<file path="src/rtl/sa_seq_ctrl.sv">
// sa_seq_ctrl -- layer sequencer for one scalable_SA instance.
//
// Takes one layer command per handshake, then drives the array through
// layer-info load, weight load and the row-by-row ifmap stream. Array
// outputs are forwarded as result beats and counted until the layer
// completes. Completion is reported with a one-cycle done pulse and a
// sticky err flag.
//
// Ports:
//   clk, nrst           clock, asynchronous active-low reset
//   cmd_*               layer command (valid/ready handshake, accepted in IDLE)
//   wt_valid/ready/data weight block source
//   src_valid/ready/data ifmap row source
//   abort               synchronous abort of the running layer
//   sa_*  (out)         all control/data inputs of the array
//   sa_data_ov/od (in)  array output beat
//   res_valid/res_data  forwarded result beat
//   busy, done, err     status
module sa_seq_ctrl #(
    parameter int WIDTH         = 8,
    parameter int HEIGHT        = 8,
    parameter int DATA_WIDTH    = 8,
    parameter int PSUM_WIDTH    = DATA_WIDTH*2+$clog2(HEIGHT),
    parameter int CNT_W         = 8,
    parameter int DRAIN_TIMEOUT = 64
) (
    input  logic                               clk,
    input  logic                               nrst,
    input  logic                               cmd_valid,
    output logic                               cmd_ready,
    input  logic [3:0]                         cmd_w_width,
    input  logic [3:0]                         cmd_w_height,
    input  logic                               cmd_op_sel,
    input  logic [3:0]                         cmd_ifmap_w,
    input  logic [CNT_W-1:0]                   cmd_in_rows,
    input  logic [CNT_W-1:0]                   cmd_out_rows,
    input  logic                               wt_valid,
    output logic                               wt_ready,
    input  logic [HEIGHT*WIDTH*DATA_WIDTH-1:0] wt_data,
    input  logic                               src_valid,
    output logic                               src_ready,
    input  logic [WIDTH*DATA_WIDTH-1:0]        src_data,
    input  logic                               abort,
    output logic                               sa_load_layer_info,
    output logic [3:0]                         sa_w_width,
    output logic [3:0]                         sa_w_height,
    output logic                               sa_op_sel,
    output logic [3:0]                         sa_ifmap_i_w,
    output logic                               sa_weight_iv,
    output logic [HEIGHT*WIDTH*DATA_WIDTH-1:0] sa_weight_id,
    output logic                               sa_data_iv,
    output logic [WIDTH*DATA_WIDTH-1:0]        sa_data_id,
    input  logic                               sa_data_ov,
    input  logic [WIDTH*PSUM_WIDTH-1:0]        sa_data_od,
    output logic                               res_valid,
    output logic [WIDTH*PSUM_WIDTH-1:0]        res_data,
    output logic                               busy,
    output logic                               done,
    output logic                               err
);

    localparam int TW = $clog2(DRAIN_TIMEOUT+1);
    // DONE lands exactly DRAIN_TIMEOUT cycles after the last beat: the
    // decision is taken one cycle early and idle_cnt lags by one.
    localparam logic [TW-1:0] IDLE_LIM = TW'(DRAIN_TIMEOUT-2);

    typedef enum logic [2:0] {
        S_IDLE, S_CFG, S_GAP1, S_WLOAD, S_GAP2, S_STREAM, S_DRAIN, S_DONE
    } state_t;

    state_t           state, state_nx;
    logic [3:0]       w_width_q, w_height_q, ifmap_w_q;
    logic             op_sel_q;
    logic [CNT_W-1:0] in_rows_q, out_rows_q, rows_sent, outs_rcvd;
    logic [CNT_W-1:0] rows_inc, outs_nx;
    logic [TW-1:0]    idle_cnt;
    logic             err_q, err_set;
    logic             accept, kill, beat;

    assign accept = (state == S_IDLE) && cmd_valid;
    assign kill   = abort && (state != S_IDLE) && (state != S_DONE);
    assign beat   = sa_data_ov && ((state == S_STREAM) || (state == S_DRAIN));

    always_comb begin
        state_nx           = state;
        cmd_ready          = 1'b0;
        sa_load_layer_info = 1'b0;
        wt_ready           = 1'b0;
        src_ready          = 1'b0;
        err_set            = 1'b0;
        rows_inc = (rows_sent != '1) ? rows_sent + CNT_W'(1) : rows_sent;
        outs_nx  = (beat && outs_rcvd != '1) ? outs_rcvd + CNT_W'(1) : outs_rcvd;
        case (state)
            S_IDLE: begin
                cmd_ready = 1'b1;
                if (cmd_valid) state_nx = S_CFG;
            end
            S_CFG: begin
                sa_load_layer_info = 1'b1;
                state_nx           = S_GAP1;
            end
            S_GAP1:  state_nx = S_WLOAD;
            S_WLOAD: begin
                wt_ready = 1'b1;
                if (wt_valid) state_nx = S_GAP2;
            end
            S_GAP2:  state_nx = (in_rows_q == '0) ? S_DRAIN : S_STREAM;
            S_STREAM: begin
                src_ready = (rows_sent < in_rows_q);
                if (src_valid && src_ready && rows_inc == in_rows_q) state_nx = S_DRAIN;
                if (beat && outs_rcvd == out_rows_q) err_set = 1'b1;
            end
            S_DRAIN: begin
                if (outs_nx >= out_rows_q) begin
                    state_nx = S_DONE;
                end else if (!sa_data_ov && idle_cnt >= IDLE_LIM) begin
                    state_nx = S_DONE;
                    err_set  = 1'b1;
                end
            end
            S_DONE:  state_nx = S_IDLE;
            default: state_nx = S_IDLE;
        endcase
        // Abort overrides everything above: no handshakes or array pulses
        // may leak out in the cycle the abort is seen.
        if (kill) begin
            state_nx           = S_DONE;
            err_set            = 1'b1;
            sa_load_layer_info = 1'b0;
            wt_ready           = 1'b0;
            src_ready          = 1'b0;
        end
        sa_weight_iv = wt_ready && wt_valid;
        sa_weight_id = sa_weight_iv ? wt_data : '0;
        sa_data_iv   = src_ready && src_valid;
        sa_data_id   = sa_data_iv ? src_data : '0;
    end

    always_ff @(posedge clk or negedge nrst) begin
        if (!nrst) begin
            state      <= S_IDLE;
            w_width_q  <= '0;
            w_height_q <= '0;
            op_sel_q   <= 1'b0;
            ifmap_w_q  <= '0;
            in_rows_q  <= '0;
            out_rows_q <= '0;
            rows_sent  <= '0;
            outs_rcvd  <= '0;
            idle_cnt   <= '0;
            err_q      <= 1'b0;
        end else begin
            state <= state_nx;
            if (accept) begin
                w_width_q  <= cmd_w_width;
                w_height_q <= cmd_w_height;
                op_sel_q   <= cmd_op_sel;
                ifmap_w_q  <= cmd_ifmap_w;
                in_rows_q  <= cmd_in_rows;
                out_rows_q <= cmd_out_rows;
                rows_sent  <= '0;
                outs_rcvd  <= '0;
                idle_cnt   <= '0;
                err_q      <= 1'b0;
            end else begin
                if (sa_data_iv) rows_sent <= rows_inc;
                outs_rcvd <= outs_nx;
                if (state != S_DRAIN || sa_data_ov) begin
                    idle_cnt <= '0;
                end else if (idle_cnt != '1) begin
                    idle_cnt <= idle_cnt + TW'(1);
                end
                if (err_set) err_q <= 1'b1;
            end
        end
    end

    assign sa_w_width   = w_width_q;
    assign sa_w_height  = w_height_q;
    assign sa_op_sel    = op_sel_q;
    assign sa_ifmap_i_w = ifmap_w_q;
    assign res_valid    = beat;
    assign res_data     = beat ? sa_data_od : '0;
    assign busy         = (state != S_IDLE);
    assign done         = (state == S_DONE);
    assign err          = err_q;

endmodule

</file>
<file path="config.mk">
export PLATFORM = sky130hd
export DESIGN_NAME = sa_seq_ctrl
export DESIGN_NICKNAME = d
export VERILOG_FILES = /design/src/rtl/sa_seq_ctrl.sv
export SDC_FILE = /design/constraint.sdc
export NUM_CORES = 1
export LEC_CHECK = 0
export CAP_MARGIN = 20
export CELL_PAD_IN_SITES_DETAIL_PLACEMENT = 1
export CELL_PAD_IN_SITES_GLOBAL_PLACEMENT = 2
export CORE_AREA = 2 2 588 590
export CTS_BUF_LIST = sky130_fd_sc_hd__clkbuf_16
export DETAILED_ROUTE_END_ITERATION = 10
export DIE_AREA = 0 0 590 592
export GPL_TIMING_DRIVEN = 0
export PLACE_DENSITY_LB_ADDON = 0.1
export SLEW_MARGIN = 0
export SYNTH_ARGS = -nofsm -noshare
export SYNTH_HDL_FRONTEND = slang
export SYNTH_SLANG_ARGS = --single-unit
</file>
<file path="constraint.sdc">
create_clock -name clk -period 4.1 [get_ports clk]
set_input_delay 0.82 -clock clk [delete_from_list [all_inputs] [get_ports clk]]
set_output_delay 0.82 -clock clk [all_outputs]
set_load 0.02 [all_outputs]
</file>
==> notes.md <==
Implementation numbers.

- The count of final max-slew check failures is 0.
- The synthesized netlist handed to floorplanning was reported with a cell count of 1,171.
- CTS saw 56 sinks.
- The switching component of the power was reported as between 3 and 4 mW.
- For this sky-water flow run, the detailed-routed wirelength per cell is reported as 29.37 µm.
- The clock network fraction of total power is 0.067.
- The detailed router placed around 16,000 vias in this run.
- The largest single stage delay on the critical path is 0.66 ns.
- In this run the tightest slew margin relative to its limit is 0.3991.
- The data arrival time reported for the critical path is 3.21 ns.
- The fraction of registers with async set or reset after synthesis is 1.000.
- The number of enable-type register cells in the synthesized netlist is 0.
- The final count of hold timing violations is 0.
- The worst-path maximum fanout is 10.
- The clock buffer count from CTS is 5.
- The total wire length after detailed routing is around 210,000 µm.
- The utilization after layout is 0.08649.
- The primary flip-flop cell chosen by synthesis mapping is sky130_fd_sc_hd__dfrtp_1.
- The half-perimeter wire length after detailed placement is 204,900 µm.
- The instance count after placement with tap cells included is around 7,200.
- The static leakage is 11.96 nW.
- By area the synthesized netlist is led by sky130_fd_sc_hd__and2_1, sky130_fd_sc_hd__dfrtp_1, sky130_fd_sc_hd__clkbuf_1, sky130_fd_sc_hd__ha_1, sky130_fd_sc_hd__mux2_2.
- The worst ir drop on vdd is about 0.13 mV.
- The report lists the power per cell area as about 250 mW/mm².
- The share of total power dissipated in sequential elements is 0.130.
- The min-delay analysis places its worst path in the category in -> async.
- The synthesized netlist has a Yosys-reported chip area of 0.008269 mm².
- Hold timing on the final database bottoms out at a slack of 0.3377 ns.
- The flow ran to the end, and the final reports show no timing, DRC or antenna violations.
- The floorplan step set the die width to between 500 and 600 µm.
- The overall power is between 7 and 8 mW.
- The critical path required time is 3.28 ns.
- The number of global-route vias before repair is 16,580.
- The number of OpenROAD warnings is 29.
- The shortest clock period the worst path allows after layout is between 4 and 5 ns.
- The count of input and output buffers is 1,514.
- For the pin with the worst max-slew slack, the measured transition is 0.9013 ns.
- Measured along the y axis, the die boundary spans 592 µm.
- The global placement routability congestion is 0.8014.
- Per the cell usage report, the commonest logic cells after layout are sky130_fd_sc_hd__clkdlybuf4s50_1, sky130_fd_sc_hd__and2_1, sky130_fd_sc_hd__dlygate4sd2_1.
- In the setup report, the worst path falls into the class in -> out.
- The cell class contributing the biggest share of worst-path delay is buffers and inverters.
## run 1: registers in the layout, indices dropped and copies added (netlist names)
signal	cells
err	1
idle_cnt	7
in_rows_q	8
out_rows_q	8
outs_rcvd	8
rows_sent	8
sa_ifmap_i_w	4
sa_op_sel	1
sa_w_height	4
sa_w_width	4
state	3
## run 1: cells by family (layout without fill, tap and decap cells)
family	after synthesis	after routing	share of synthesized area
other cells	0	55	0
simple gates	851	851	0.6254
fa+ha+maj	19	19	0.02875
buf+inv	120	1653	0.05795
mux	19	19	0.02572
xor+xnor	22	22	0.02330
flops	56	56	0.1695
compound gates	84	84	0.06945
## run 1: final timing paths
kind	endpoint	startpoint	cells past startpoint	slack, ns
max in group asynchronous	rows_sent[1]	nrst	2	3.18
max	res_data[14]	sa_data_ov	7	0.07
min in group clk	idle_cnt[4]	idle_cnt[4]	1	0.49
max reg2reg	state[0]	state[1]	13	0.61
min reg2reg	idle_cnt[4]	idle_cnt[4]	1	0.49
min	in_rows_q[4]	nrst	1	0.34
## run 1: power by group through the flow
stage          registers, mW  clock network, mW  logic, mW
2_1_floorplan          0.968                  0       2.29
3_3_place_gp           0.978                  0       6.17
3_5_place_dp           0.980                  0       6.12
4_1_cts                0.963              0.536       6.07
5_1_grt                0.987              0.542       6.29
6_report               0.945              0.490       5.84
## run 1: final cells by class
class / count / area [µm²]
timing repair buffer: 1525 / 14970
fill: 40700 / 312800
sequential: 56 / 1405
buffer: 98 / 694.4
clock buffer: 5 / 125.1
clock inverter: 3 / 18.77
multi-input combinational: 995 / 6481
tap: 4557 / 5702
antenna: 55 / 137.6
inverter: 22 / 82.58
## run 1: cell usage after synthesis (10+ instances only)
cell type                  count
sky130_fd_sc_hd__inv_1        21
sky130_fd_sc_hd__a21oi_1      15
sky130_fd_sc_hd__nand3_1      15
sky130_fd_sc_hd__mux2_2       18
sky130_fd_sc_hd__dfrtp_1      56
sky130_fd_sc_hd__o21ai_0      22
sky130_fd_sc_hd__clkbuf_1     81
sky130_fd_sc_hd__a211oi_1     12
sky130_fd_sc_hd__nand2_1      33
sky130_fd_sc_hd__buf_2        10
sky130_fd_sc_hd__ha_1         19
sky130_fd_sc_hd__and2_1      731
sky130_fd_sc_hd__xnor2_1      14
sky130_fd_sc_hd__nor2_1       25
## run 1: stage by stage
step	TNS (ns)	worst slack, ns
2_1_floorplan	0	1.036
3_5_place_dp	-650.31	-1.817
4_1_cts	-1.582	-0.1064
5_1_grt	-0.01613	-0.005590
3_3_place_gp	-2522.45	-5.439
6_report	0	0.06856
## run 1: metal layers
metal / GRT usage / share of wire
met1: 0.1079 / 0.32
met2: 0.2358 / 0.56
met3: 0.04940 / 0.096
met4: 0.01861 / 0.018
met5: 0 / 0.00081
## run 1: timing repair
item	in CTS	in global routing
gates resized	1180	76
gates cloned	0	0
setup endpoints to repair	732	325
pin swaps	2	1
setup buffers	4	2
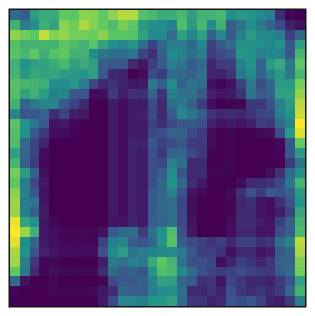
Run 1: wiring heat map
Drawn at 0.5 px/µm. The die is cut into 30 by 30 equal tiles; dark purple is low, yellow is high, scaled to the fullest tile. Values are wire area over tile area, all layers added.
nearly empty tiles: 18%
mean over tiles: 0.099
fullest tile: 0.36

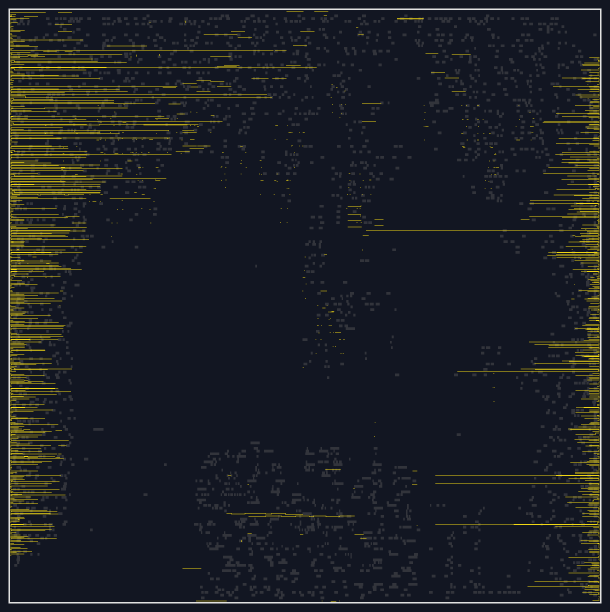
Run 1: signal wires on met3
Drawn at 1 px/µm.
longest straight run: 306 µm
wire length on this layer: 20.6 mm
nets with wire on the layer: 968
main direction: horizontal
share of all routed wire: 9.6%

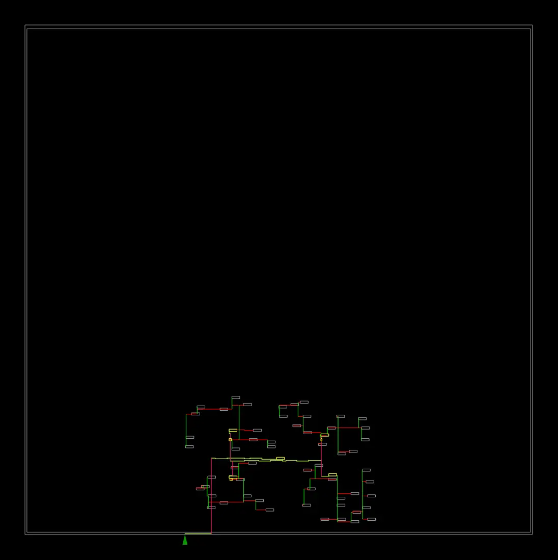
Run 1: the clock network
number of sequential cells in the layout: 56
Post-Route Skew: 0.009518 ns

Power figures rest on the tool's default switching activity, not on a simulated workload.
